### config.mk
export PLATFORM = sky130hd
export DESIGN_NAME = simd_sat_addsub
export DESIGN_NICKNAME = d
export VERILOG_FILES = /design/src/rtl/simd_sat_addsub.sv
export SDC_FILE = /design/constraint.sdc
export NUM_CORES = 1
export LEC_CHECK = 0
export CAP_MARGIN = 10
export CORE_MARGIN = 2
export CORE_UTILIZATION = 64
export DETAILED_ROUTE_END_ITERATION = 7
export DONT_BUFFER_PORTS = 1
export GPL_TIMING_DRIVEN = 1
export HOLD_SLACK_MARGIN = 0.12
export PLACE_DENSITY = 0.77
export SETUP_SLACK_MARGIN = 0.05
export SYNTH_ARGS = -nofsm -noshare
export SYNTH_HDL_FRONTEND = slang
export SYNTH_SLANG_ARGS = --single-unit
export TNS_END_PERCENT = 5
### constraint.sdc
create_clock -name clk -period 7 [get_ports clk]
set_clock_uncertainty 0.05 [all_clocks]
set_input_delay 0.7 -clock clk [delete_from_list [all_inputs] [get_ports clk]]
set_output_delay 0.7 -clock clk [all_outputs]
set_load 0.01 [all_outputs]
### src/rtl/simd_sat_addsub.sv
// simd_sat_addsub: pipelined partitioned add/sub with run-time lane grouping and two-sided signed saturation
module simd_sat_addsub #(
    parameter int WIDTH  = 16,
    parameter int LANE_W = 4
) (
    input  logic                      clk,
    input  logic                      rst,
    input  logic                      in_valid,
    output logic                      in_ready,
    input  logic [WIDTH-1:0]          a,
    input  logic [WIDTH-1:0]          b,
    input  logic                      sub,
    input  logic                      sat_en,
    input  logic [1:0]                mode,
    input  logic                      clr_sticky,
    output logic                      out_valid,
    input  logic                      out_ready,
    output logic [WIDTH-1:0]          sum,
    output logic [WIDTH/LANE_W-1:0]   ovfl,
    output logic [WIDTH/LANE_W-1:0]   sat_sticky
);
    localparam int NLANE = WIDTH / LANE_W;
    logic [WIDTH-1:0]  bx, res;
    logic [NLANE-1:0]  ms, nxt_ovfl;
    logic [LANE_W:0]   t;
    logic              st, cy, gov, gneg, xfer;
    assign in_ready = !rst && (!out_valid || out_ready);
    assign xfer     = in_valid && in_ready;
    always_comb begin
        bx       = sub ? ~b : b;
        res      = '0;
        ms       = '0;
        nxt_ovfl = '0;
        t        = '0;
        st       = 1'b0;
        cy       = 1'b0;
        gov      = 1'b0;
        gneg     = 1'b0;
        for (int i = 0; i < NLANE; i++) begin
            st    = mode == 2'b00 || (mode == 2'b01 && i % 2 == 0) || (mode == 2'b10 && i % 4 == 0) || i == 0;
            ms[i] = mode == 2'b00 || (mode == 2'b01 && i % 2 == 1) || (mode == 2'b10 && i % 4 == 3) || i == NLANE-1;
            t = {1'b0, a[i*LANE_W +: LANE_W]} + {1'b0, bx[i*LANE_W +: LANE_W]} + {{LANE_W{1'b0}}, st ? sub : cy};
            cy = t[LANE_W];
            res[i*LANE_W +: LANE_W] = t[LANE_W-1:0];
            nxt_ovfl[i] = ms[i] && a[i*LANE_W+LANE_W-1] == bx[i*LANE_W+LANE_W-1] && t[LANE_W-1] != a[i*LANE_W+LANE_W-1];
        end
        // Walk down from each group's MS lane so every lane sees its group's overflow direction
        for (int i = NLANE-1; i >= 0; i--) begin
            gov  = ms[i] ? nxt_ovfl[i] : gov;
            gneg = ms[i] ? a[i*LANE_W+LANE_W-1] : gneg;
            res[i*LANE_W +: LANE_W] = !(sat_en && gov) ? res[i*LANE_W +: LANE_W] :
                                      ms[i] ? {gneg, {(LANE_W-1){~gneg}}} : {LANE_W{~gneg}};
        end
    end
    always_ff @(posedge clk) begin
        if (rst) begin
            out_valid  <= 1'b0;
            sum        <= '0;
            ovfl       <= '0;
            sat_sticky <= '0;
        end else if (xfer) begin
            out_valid  <= 1'b1;
            sum        <= res;
            ovfl       <= nxt_ovfl;
            sat_sticky <= (clr_sticky ? '0 : sat_sticky) | nxt_ovfl;
        end else begin
            if (out_ready)
                out_valid <= 1'b0;
            if (clr_sticky)
                sat_sticky <= '0;
        end
    end
endmodule

**Run 1: power grid**

Pins as bars on the die edge.
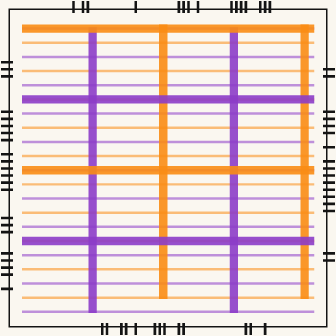
legend:
  purple:
    net: VSS
  orange:
    net: VDD
met1 rails: 21
signal pins: 67
met4 straps: 4
Die H: 60.7 um
DIE WIDTH: 60.7 um

**Run 1: cells colored by class**

Bar = 20 um.
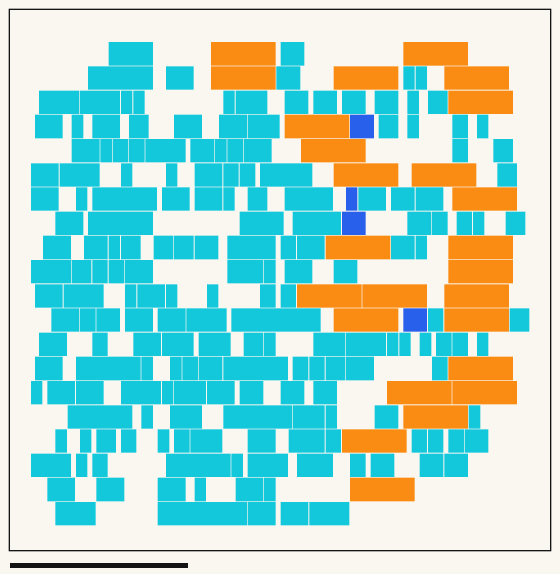
legend:
  cyan:
    class: combinational and other logic
    cells: 189
  orange:
    class: flops
    cells: 25
  blue:
    class: clock drivers and dummy loads
    cells: 4

==> metrics.cfg, run 1 <==
[clock_tree]
hold_buffers = 0
cts_resized = 0
cts_tree = done
cts.clk_slew.worst_paths_ns = 0.12
cts_sinks = 25
cts_buffers = 3
post_cts_buffers = 0
clockBufferDepth = 2
htree_levels = 1

[layout]
n_all_inverters = 14
sh_seq_area = 0.240
clock_cell_area_share = 0.0126
non_clock_buffer_count = 0
lay_top_count = dfxtp_1
comb_area_share = 0.695
ff_latch_area_sq_um = 500
stdcell_count = 262
largest-register = sum
n_antenna_cell = 0
nClkBuffers = 4
largest_class = combinational gates
nets = 278
final_area_sq_um = 2080
areaGrowthSynthToFinish_pct = 1.22
post-route-util = 0.682
ff_count = 25
layout_top_cells = dfxtp_1, xor2_1, nand2_1
mi_logic_area_sq_um = 1450
fillers = 257
layout-drive-gt1-share = 0.110
top_regs = sum (16), ovfl (4), sat_sticky (4)
largest_reg_flops = 16
buffer_area_frac = 0

[power_and_ir_drop]
pwr-share-seq = 0.462
power.switching_uw = 130
powerDensity_nw_per_um2 = 182
leakage_uw = 0.000826
swShare = 0.342
power_leader = registers
p_comb_frac = 0.379
internal-power_uw = 249
comb-power_uw = 144
peakVddDrop_v = 0.0000734
powerSeq_uw = 175
total_power_uw = 379

[worst_setup_path]
worst-endpoint-required_ns = 7.11
reg2reg_slack_ns = 4.64
cp-startpoint = sub
cp_common_cell = o21ai_0
r2r_end = sat_sticky[0]
critical-path-top-delay-family = adder cells
path_class = input port to flop
cp.depth = 26
slowest_stage = fa_1
cp-end-kind = flop
startpoint_type = input port
endpoint = sum[10]
crit_fanout = 19
r2r_cells = 5
slowest_delay_ns = 0.44
cp.arrival_ns = 6.03
r2r-start = out_valid

[routing]
met1_length_um = 1770
wl_per_cell_um = 14.7
route.detailed.drc = 0
routed_wl_um = 3850
drt_first_pass_iters = 4
drtIter0Drc = 74
top_layer = met4
vias = 1543
route.antenna.remaining_nets = 0
dr_wl_met3_um = 252
routed_via_density = 5.89
route.met2.wl_um = 1810

[global_route]
grt_usage = 0.215
grt.busiest_layer = met2
grt_antenna_before_repair = 0
grt_pass1_vias = 1448
met2_usage = 0.355
grtUsageMet3 = 0.0320
grt_pass1_wl_um = 6180
grt_overflow = 0
grt_max_degree = 28
grt.met1_usage = 0.301

[hold_path]
hold_path_end = ovfl[0]
whs_path_depth = 1
hold_start = rst
hold_path.class = input port to flop

[sta]
period_minus_slack_ns = 5.92
timing_hold_violations_final = 0
period_used_share = 0.846
relSlewSlack = 0.401
hold-worst-slack_ns = 0.390
clock.fmax_mhz = 169
worstMarginPinSlew_ns = 0.896
rsz0062_at_grt = no
setup_viol = 0
fin_ws_ns = 1.08
slew_violations = 0
finalSetupTns_ns = 0

[flow_run]
maxCapViolations = 0
warning_count = 26

[synth]
yosys_cells = 226
top_area_cell = dfxtp_1
top_cell_area_share = 0.243
synth-xor-area-share = 0.116
synth-async-reset-ratio = 0
topCellsByArea = dfxtp_1, fa_1, xor2_1
edf_count = 0
synth.logic.top_family = simple AND/OR/NAND/NOR gates
synth-main-ff-cell = dfxtp_1
syn_area_sq_um = 2060
mux_share = 0.0718
compound_area_frac = 0.190
postSynthSeqShare = 0.243
synth_cell_types = 49
ys_chip_area_sq_um = 2060
yosys-top-cells-count = dfxtp_1, xor2_1, nand2_1
yosys.cell_count.top_type = dfxtp_1
fa_ha_area_frac = 0.135
synthesis.nets = 285
ys_warn_count = 0
syn_inst = 226
synth-simple-area-share = 0.191
ys_seq_elements = 25
syn_avg_cell_area_sq_um = 9.10

[placement]
placed_area_sq_um = 2060
io_buffers = 0
place.gp.congestion = 0.765
dp_hpwl_um = 3180
post-place-ws_ns = 0.777
dp.cells = 258

[die]
die_area_sq_um = 3680
ioPinCount = 67
taps = 44
std_cell_rows = 20
core_area_sq_um = 3050
fp_util = 0.674

[status]
status = complete, no violations

**Run 1: routed clock nets over the placement**

Bar = 20 um.
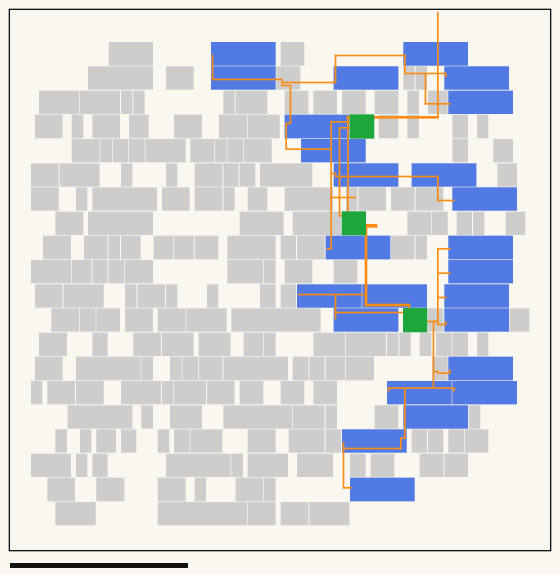
legend:
  green:
    item: clock drivers
    count: 3
  blue:
    item: flip-flops
    count: 25
  orange:
    item: clock wires
    length: 230 um
routed clock nets: 4
Clock Power Share: 0.159
Clock Latency Late Sink: 0.31 ns
Clk. pwr: 60.3 uW

## Run 2: what changed since run 1
==> constraint.sdc (replaced) <==
create_clock -name clk -period 5.9 [get_ports clk]
set_clock_uncertainty 0.05 [all_clocks]
set_input_delay 0.59 -clock clk [delete_from_list [all_inputs] [get_ports clk]]
set_output_delay 0.59 -clock clk [all_outputs]
set_load 0.01 [all_outputs]
==> run 2 against run 1 <==
Compared with the run above:
- clock power up 25%
- sequential share of layout area down 0.54 points
- non-clock buffer count up 2
- utilization up 1.6 points
- count of clock-buffer cells in the layout down 1
- final cell count up 0.76%
- sequential power up 19%
- combinational power up 25%
- critical path type unchanged
- largest power group unchanged
==> metrics.cfg, run 2 <==
[layout]
mi_logic_area_sq_um = 1480  ; was 1450 sq um
lay_top_count = dfxtp_1  ; unchanged
nets = 280  ; was 278
largest_reg_flops = 16  ; unchanged
fillers = 262  ; was 257
n_all_inverters = 14  ; unchanged
layout_top_cells = dfxtp_1, xor2_1, nand2_1  ; unchanged
stdcell_count = 264  ; was 262
n_antenna_cell = 0  ; unchanged
post-route-util = 0.698  ; was 0.682
ff_latch_area_sq_um = 500  ; unchanged
top_regs = sum (16), ovfl (4), sat_sticky (4)  ; unchanged
largest_class = combinational gates  ; unchanged
comb_area_share = 0.694  ; was 0.695
non_clock_buffer_count = 2  ; was 0
layout-drive-gt1-share = 0.141  ; was 0.110

[sta]
setup_viol = 0  ; unchanged
hold-worst-slack_ns = 0.262  ; was 0.390 ns
period_used_share = 0.943
timing_hold_violations_final = 0  ; unchanged
clock.fmax_mhz = 180
rsz0062_at_grt = yes  ; was no
period_minus_slack_ns = 5.57
fin_ws_ns = 0.334  ; was 1.08 ns
finalSetupTns_ns = 0  ; unchanged
worstMarginPinSlew_ns = 0.868  ; was 0.896 ns

[clock_tree]
cts_resized = 0  ; unchanged
post_cts_buffers = 0  ; unchanged
clockBufferDepth = 2  ; unchanged
cts_tree = done  ; unchanged
hold_buffers = 0  ; unchanged
clk_latency_ns = 0.32  ; was 0.31 ns

[worst_setup_path]
cp.depth = 26  ; unchanged
reg2reg_slack_ns = 3.56  ; was 4.64 ns
startpoint_type = input port  ; unchanged
worst-endpoint-required_ns = 6.08  ; was 7.11 ns
r2r-start = out_valid  ; unchanged
cp_common_cell = o21ai_0  ; unchanged
cp.arrival_ns = 5.74  ; was 6.03 ns
cp-startpoint = sub  ; unchanged
crit_fanout = 19  ; unchanged
cp-end-kind = flop  ; unchanged
r2r_cells = 5  ; unchanged
slowest_delay_ns = 0.45  ; was 0.44 ns

[synth]
yosys.cell_count.top_type = dfxtp_1  ; unchanged
ys_chip_area_sq_um = 2060  ; unchanged
synth-simple-area-share = 0.191  ; unchanged
synth-async-reset-ratio = 0  ; unchanged
yosys_cells = 226  ; unchanged
synth-main-ff-cell = dfxtp_1  ; unchanged
synth_cell_types = 49  ; unchanged
synth.logic.top_family = simple AND/OR/NAND/NOR gates  ; unchanged
ys_warn_count = 0  ; unchanged
compound_area_frac = 0.190  ; unchanged
postSynthSeqShare = 0.243  ; unchanged
syn_inst = 226  ; unchanged
edf_count = 0  ; unchanged
synthesis.nets = 285  ; unchanged
topCellsByArea = dfxtp_1, fa_1, xor2_1  ; unchanged

[hold_path]
hold_start = rst  ; unchanged
hold_path_end = ovfl[0]  ; unchanged
hold_path.class = input port to flop  ; unchanged
whs_path_depth = 1  ; unchanged

[global_route]
grt_overflow = 0  ; unchanged
grtUsageMet3 = 0.0448  ; was 0.0320
grt_pass1_wl_um = 6440  ; was 6180 um
grt_usage = 0.233  ; was 0.215
met2_usage = 0.402  ; was 0.355
grt_max_degree = 28  ; unchanged
grt_antenna_before_repair = 0  ; unchanged
grt.busiest_layer = met2  ; unchanged

[status]
status = complete, no violations  ; unchanged

[placement]
post-place-ws_ns = -0.0563  ; was 0.777 ns
place.gp.congestion = 0.773  ; was 0.765
placed_area_sq_um = 2080  ; was 2060 sq um

[die]
ioPinCount = 67  ; unchanged
taps = 44  ; unchanged
die_area_sq_um = 3680  ; unchanged
fp_util = 0.674  ; unchanged
die_h_um = 60.7  ; unchanged

[power_and_ir_drop]
leakage_uw = 0.000842  ; was 0.000826 uW
total_power_uw = 464  ; was 379 uW
powerSeq_uw = 208  ; was 175 uW
clock_power_share = 0.163  ; was 0.159
p_comb_frac = 0.389  ; was 0.379
pwr-share-seq = 0.448  ; was 0.462
powerDensity_nw_per_um2 = 218  ; was 182 nW/um^2

[routing]
drtIter0Drc = 89  ; was 74
route.detailed.drc = 0  ; unchanged
route.antenna.remaining_nets = 0  ; unchanged
routed_wl_um = 4140  ; was 3850 um
dr_wl_met3_um = 293  ; was 252 um
routed_via_density = 6.04  ; was 5.89
drt_first_pass_iters = 4  ; unchanged
wl_per_cell_um = 15.7  ; was 14.7 um
route.met2.wl_um = 2080  ; was 1810 um

[flow_run]
warning_count = 27  ; was 26
maxCapViolations = 0  ; unchanged

**Run 2: cells colored by class**

Bar = 20 um.
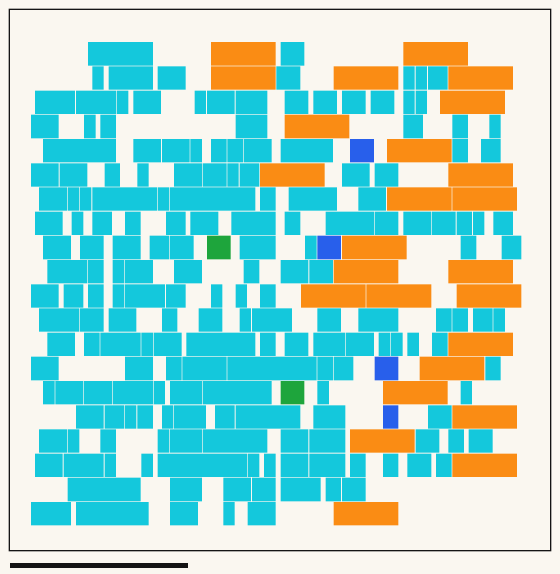
legend:
  green:
    class: other buffers and delay cells
    cells: 2
  orange:
    class: flops
    cells: 25
  blue:
    class: clock drivers and dummy loads
    cells: 4
  cyan:
    class: combinational and other logic
    cells: 189
post-route cell area: 2130 sq um
num rows: 20
core area: 3050 sq um
Seq/total area: 0.235

**Run 2: clock routing**

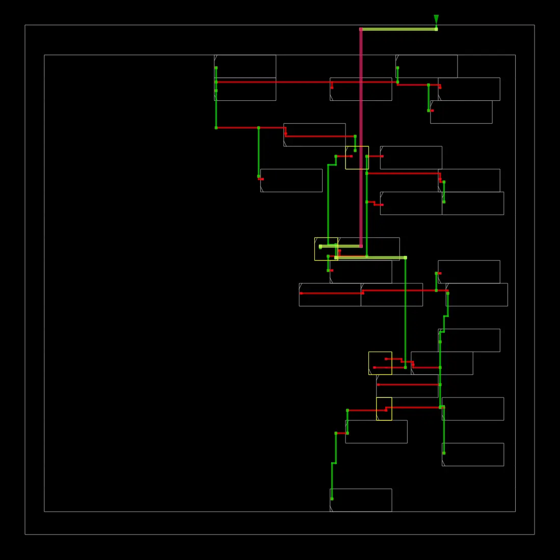
clock buffer count from CTS: 3
seq_cells: 25
clock buffers: 3
Clk. pwr: 75.4 uW

**Run 2: power grid**

Pins as bars on the die edge.
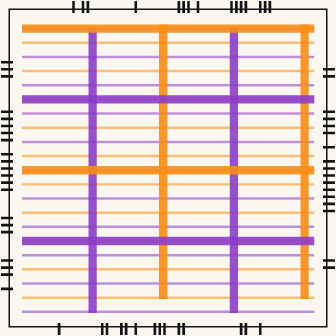
legend:
  orange:
    net: VDD
  purple:
    net: VSS
rows: 20
signal pins: 67
maximum VDD drop: 0.0000858 V

Power and IR drop assume default switching activity.
